==> src/rtl/rn_struct_loader.sv <==
`timescale 1ns/1ps
// rn_struct_loader: streams network layer descriptors from a synchronous memory
// and presents the current layer header, one KxK kernel and the filter bias to
// the conv datapath. Optional header sanity checking is enabled by defining
// RN_STRUCT_CHECK_EN, which adds the cfg_err port and an ERR state.
//
// Handshake: next / next_filter / next_channel are single-cycle pulses. A pulse
// is accepted only while struct_ready is high (next is also accepted in IDLE).
// On acceptance struct_ready drops the following cycle and rises again when the
// last requested word has been captured. Pulses seen while busy are dropped.
module rn_struct_loader #(
  parameter int DW   = 8,
  parameter int AW   = 16,
  parameter int KMAX = 3
) (
  input  logic                   clk,
  input  logic                   rst,
  output logic                   mem_rd,
  output logic [AW-1:0]          mem_addr,
  input  logic [DW-1:0]          mem_rdata,
  input  logic                   next,
  input  logic                   next_filter,
  input  logic                   next_channel,
  output logic                   struct_ready,
  output logic [DW-1:0]          last_stage,
  output logic [DW-1:0]          amount_channels,
  output logic [DW-1:0]          kernel_size,
  output logic [DW-1:0]          stride,
  output logic [DW-1:0]          if_size,
  output logic [DW-1:0]          kernel_size_2,
  output logic [2*DW-1:0]        ifsize_2,
  output logic [DW-1:0]          amount_filters,
  output logic [DW-1:0]          of_size,
  output logic [DW-1:0]          ofsize_2,
  output logic [DW-1:0]          of_offset,
  output logic [KMAX*KMAX*DW-1:0] kernel,
  output logic [DW-1:0]          bias,
  output logic                   chan_last,
  output logic                   filt_last
`ifdef RN_STRUCT_CHECK_EN
  ,
  output logic                   cfg_err
`endif
);

  localparam int NTAP = KMAX * KMAX;

  typedef enum logic [2:0] {
    S_IDLE,
    S_HDR,
    S_BIAS,
    S_KERN,
    S_READY
`ifdef RN_STRUCT_CHECK_EN
    ,
    S_ERR
`endif
  } state_t;

  // Tag travelling with each read so the returning word lands in the right field.
  typedef enum logic [1:0] {C_HDR, C_BIAS, C_KERN} cap_t;

  state_t          state, state_n;
  logic [DW-1:0]   cnt, cnt_n;       // reads issued within the current phase
  logic [AW-1:0]   ptr, ptr_n;       // address of the next word to read
  logic [AW-1:0]   base, base_n;     // start address of the current layer
  logic [DW-1:0]   filt, filt_n;
  logic [DW-1:0]   chan, chan_n;

  logic            rd_d;
  cap_t            cap_kind;
  logic [DW-1:0]   cap_idx;

  logic [AW-1:0]   filt_len;
  logic [AW-1:0]   layer_len;
  logic [AW-1:0]   next_base;
  logic [AW-1:0]   filt_addr;
  logic            kern_done;
  logic            check_fail;

  // Layer geometry, all in AW-bit modular arithmetic.
  assign filt_len  = AW'(1) + AW'(amount_channels) * AW'(kernel_size_2);
  assign layer_len = AW'(12) + AW'(amount_filters) * filt_len;
  assign next_base = (last_stage == DW'(1)) ? '0 : base + layer_len;
  assign filt_addr = base + AW'(12) + (AW'(filt) + AW'(1)) * filt_len;
  assign kern_done = (state == S_KERN) && (cnt == kernel_size_2);
  assign chan_last = (chan == amount_channels - DW'(1));
  assign filt_last = (filt == amount_filters - DW'(1));

`ifdef RN_STRUCT_CHECK_EN
  logic [2*DW-1:0] ks_sq;
  assign ks_sq = (2*DW)'(kernel_size) * (2*DW)'(kernel_size);
  assign check_fail = (kernel_size == '0) || (int'(kernel_size) > KMAX) ||
                      (stride == '0) || (amount_channels == '0) ||
                      (amount_filters == '0) || ((2*DW)'(kernel_size_2) != ks_sq);
  assign cfg_err = (state == S_ERR);
`else
  assign check_fail = 1'b0;
`endif

  // State, address pointer and filter/channel position registers.
  always_ff @(posedge clk) begin
    if (rst) begin
      state <= S_IDLE;
      cnt   <= '0;
      ptr   <= '0;
      base  <= '0;
      filt  <= '0;
      chan  <= '0;
    end else begin
      state <= state_n;
      cnt   <= cnt_n;
      ptr   <= ptr_n;
      base  <= base_n;
      filt  <= filt_n;
      chan  <= chan_n;
    end
  end

  // Next-state, command acceptance and read-strobe generation.
  always_comb begin
    state_n      = state;
    cnt_n        = cnt;
    ptr_n        = ptr;
    base_n       = base;
    filt_n       = filt;
    chan_n       = chan;
    mem_rd       = 1'b0;
    mem_addr     = ptr;
    struct_ready = 1'b0;
    case (state)
      S_IDLE: begin
        if (next) begin
          state_n = S_HDR;
          cnt_n   = '0;
          ptr_n   = base;
          filt_n  = '0;
          chan_n  = '0;
        end
      end
      S_HDR: begin
        mem_rd = 1'b1;
        ptr_n  = ptr + AW'(1);
        cnt_n  = cnt + DW'(1);
        if (cnt == DW'(11)) begin
          cnt_n = '0;
`ifdef RN_STRUCT_CHECK_EN
          state_n = check_fail ? S_ERR : S_BIAS;
`else
          state_n = S_BIAS;
`endif
        end
      end
      S_BIAS: begin
        mem_rd  = 1'b1;
        ptr_n   = ptr + AW'(1);
        cnt_n   = '0;
        state_n = S_KERN;
      end
      S_KERN: begin
        if (cnt != kernel_size_2) begin
          mem_rd = 1'b1;
          ptr_n  = ptr + AW'(1);
          cnt_n  = cnt + DW'(1);
        end else begin
          // Last word returns this cycle and is captured at the edge below.
          state_n = S_READY;
        end
      end
      S_READY: begin
        struct_ready = 1'b1;
        if (next) begin
          state_n = S_HDR;
          cnt_n   = '0;
          base_n  = next_base;
          ptr_n   = next_base;
          filt_n  = '0;
          chan_n  = '0;
        end else if (next_filter) begin
          if (!filt_last) begin
            state_n = S_BIAS;
            ptr_n   = filt_addr;
            filt_n  = filt + DW'(1);
            chan_n  = '0;
          end
        end else if (next_channel) begin
          if (!chan_last) begin
            // ptr already sits on the first word of the next channel kernel.
            state_n = S_KERN;
            cnt_n   = '0;
            chan_n  = chan + DW'(1);
          end
        end
      end
      default: begin
        state_n = state;
      end
    endcase
  end

  // Capture returning words one cycle after their read strobe; clear unused taps.
  always_ff @(posedge clk) begin
    if (rst) begin
      rd_d            <= 1'b0;
      cap_kind        <= C_HDR;
      cap_idx         <= '0;
      last_stage      <= '0;
      amount_channels <= '0;
      kernel_size     <= '0;
      stride          <= '0;
      if_size         <= '0;
      kernel_size_2   <= '0;
      ifsize_2        <= '0;
      amount_filters  <= '0;
      of_size         <= '0;
      ofsize_2        <= '0;
      of_offset       <= '0;
      kernel          <= '0;
      bias            <= '0;
    end else begin
      rd_d     <= mem_rd;
      cap_idx  <= cnt;
      cap_kind <= (state == S_HDR) ? C_HDR : ((state == S_BIAS) ? C_BIAS : C_KERN);
      if (rd_d && cap_kind == C_HDR) begin
        case (int'(cap_idx))
          0:       last_stage          <= mem_rdata;
          1:       amount_channels     <= mem_rdata;
          2:       kernel_size         <= mem_rdata;
          3:       stride              <= mem_rdata;
          4:       if_size             <= mem_rdata;
          5:       kernel_size_2       <= mem_rdata;
          6:       ifsize_2[DW-1:0]    <= mem_rdata;
          7:       ifsize_2[2*DW-1:DW] <= mem_rdata;
          8:       amount_filters      <= mem_rdata;
          9:       of_size             <= mem_rdata;
          10:      ofsize_2            <= mem_rdata;
          11:      of_offset           <= mem_rdata;
          default: ;
        endcase
      end
      if (rd_d && cap_kind == C_BIAS) begin
        bias <= mem_rdata;
      end
      for (int j = 0; j < NTAP; j++) begin
        if (rd_d && cap_kind == C_KERN && int'(cap_idx) == j) begin
          kernel[j*DW +: DW] <= mem_rdata;
        end else if (kern_done && j >= int'(kernel_size_2)) begin
          kernel[j*DW +: DW] <= '0;
        end
      end
    end
  end

endmodule

==> config.mk <==
export PLATFORM = sky130hd
export DESIGN_NAME = rn_struct_loader
export DESIGN_NICKNAME = d
export VERILOG_FILES = /design/src/rtl/rn_struct_loader.sv
export SDC_FILE = /design/constraint.sdc
export NUM_CORES = 1
export LEC_CHECK = 0
export ABC_AREA = 1
export CAP_MARGIN = 20
export CORE_AREA = 2 2 228 230
export CTS_CLUSTER_SIZE = 28
export DETAILED_ROUTE_END_ITERATION = 8
export DIE_AREA = 0 0 230 232
export GPL_TIMING_DRIVEN = 0
export MAX_ROUTING_LAYER = met4
export SYNTH_ARGS = -nofsm -noshare
export SYNTH_HDL_FRONTEND = slang
export SYNTH_SLANG_ARGS = --single-unit
==> constraint.sdc <==
create_clock -name clk -period 21.8 [get_ports clk]
set_input_delay 2.18 -clock clk [delete_from_list [all_inputs] [get_ports clk]]
set_output_delay 2.18 -clock clk [all_outputs]
set_load 0.02 [all_outputs]
Figure 1. Cells colored by class.
Drawn at 1 px/um.
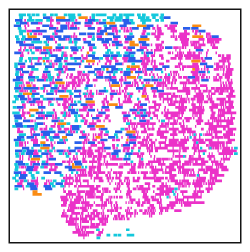
- other buffers and delay cells: cyan (cells 323)
- flip-flops: blue (cells 246)
- all other logic: magenta (cells 2355)
- clock drivers and dummy loads: orange (cells 47)

Figure 2. Routed clock nets over the placement.
Drawn at 1 px/um.
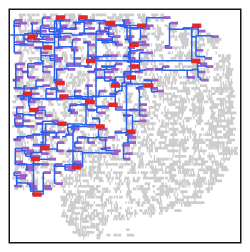
- clock wires: blue (length 3510 um)
- flip-flops: purple (count 246)
- cells driving clock nets: red (count 27)
- routed clock nets: 28

Figure 3. Wires at chosen ports, followed through buffers.
Drawn at 2 px/um.
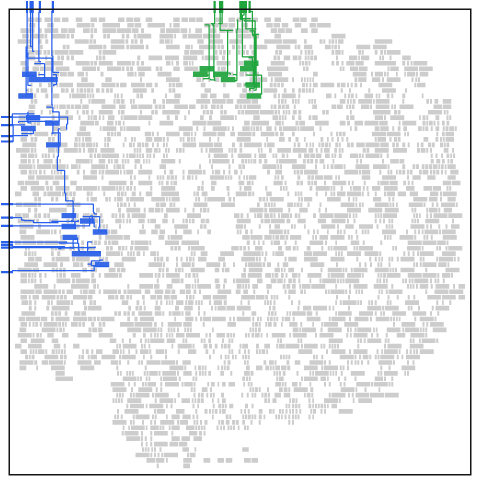
- of_size: green (bits 8; direction output; edge top; end cells 8; buffers 8; wire 373 um)
- ifsize_2: blue (bits 16; direction output; edge 11 left, 5 top; end cells 16; buffers 16; wire 818 um)

Figure 4. Cell placement.
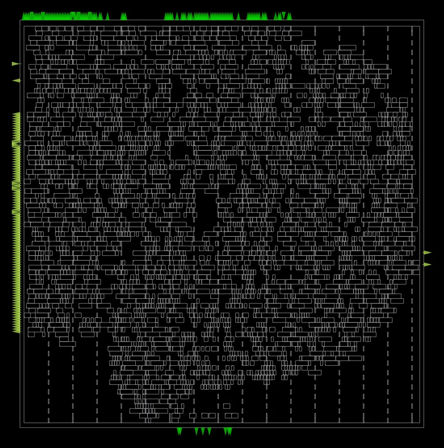
Layout Cells excl Fill: 3654
flop share of the area: 20.5%
core area: 0.0509 mm^2

Figure 5. Where the registers sit.
Drawn at 1 px/um. Other sequential cells in the stronger gray, the rest of the logic in the fainter gray.
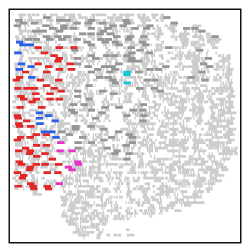
- ifsize_2: blue (placed flops 16)
- kernel: red (placed flops 72)
- state: cyan (placed flops 3)
- amount_channels: magenta (placed flops 8)
- not colored: 147

==> summary.txt <==
yosys + openroad results -> P_sw=516 uW, Clock transition at path regs=0.06 ns, die boundary width=230 um, Root Driver=clkbuf_16, fin util=47.1%, All-Layer GR Usage=26.9%, EDFF count, synth=0, crit path kind=reg2reg, seq pwr=517 uW, power density over cell area=58.6 mW/mm^2, clock share of power=33.3%, CLK BUF=40, hold buffer count at cts=0, Final Hold Fails=0, max incr delay on CP=~0.56 ns, sequential power share=36.7%, Final Wtd Congestion=between 0.9 and 1, Routed Antenna Nets=0, via count=18600, CP Launch Type=flip-flop, top-count cell post-synth=nand2_1, combinational power=422 uW, status=finished, final reports clean, Die Area=0.0534 mm^2, top cell family by delay on the critical path=adder cells, antenna violations before repair=3, H-Tree Level Count=1, setup ws final=12.16 ns, tap cells=680, fin crit period=9.64 ns, CP Depth=36, Slew HR=28.7%, dpl ws=12.27 ns, vias in the first global route=18900, nets=3278, Non-clk bufs=323, CTS Buf Count=27, tool warnings=26, post-synth cell types=58, CP max stage cell=fa_1, Logic inverters=513, sw frac=36.7%, Main area contributors=dfxtp_1 (24%), fa_1 (19%), nand2_1 (11%), clock network area share=3.69%, Die Ht=232 um, global-route wire length before repair=108000 um, share of cells above drive strength 1=~5.6%, 1st-pass router iterations=5, signal buffers share of area=10.8%, grt ovf=0, clk pwr=468 uW, placed cell area=approximately 0.023 mm^2, Simple Share, Synth=22.3%, Commonest Layout Cell=nand2_1, hold path cells=2, hold crit path type=reg2reg, logic share of the area=53.3%, FILL cells=5147, Top-area cell share=roughly a quarter, internal power=891 uW, Logic pwr share=30.0%, hpwl dp=54900 um, Dominant comb cell=adder cells, CTS tree=done, Pre-Place Util=between 30 and 40%, Adders+Majority by Area=26.5%, Top Consumer=sequential cells, Routed WL=a little under 70000 um, area growth from synthesis to layout=18.9%
worst paths after layout:
path                     from           end  slack (ns)
max          kernel_size_2[2]  mem_addr[15]       12.16
min reg2reg       ifsize_2[0]   ifsize_2[0]        0.45
min               ifsize_2[0]   ifsize_2[0]        0.45
max reg2reg  kernel_size_2[2]  mem_addr[15]       12.16
metrics by stage:
stage / total power [mW] / instances
2_1_floorplan: 0.785 / 2717
3_3_place_gp: 0.942 / 3604
3_5_place_dp: 0.945 / 3604
4_1_cts: 1.41 / 3651
5_1_grt: 1.48 / 3654
6_report: 1.41 / 3654
metal layers:
metal	part of all wire [%]	GRT usage, %
met5	0	-
met4	2.4	6.53
met3	7.2	5.69
met2	49	45.7
met1	42	32.5
state kept, by name, summed over array words and instances (netlist names), 16 cells and up:
register	cells
base	16
ifsize_2	16
kernel	72
mem_addr	16
Power is estimated from default activity; no workload was simulated.
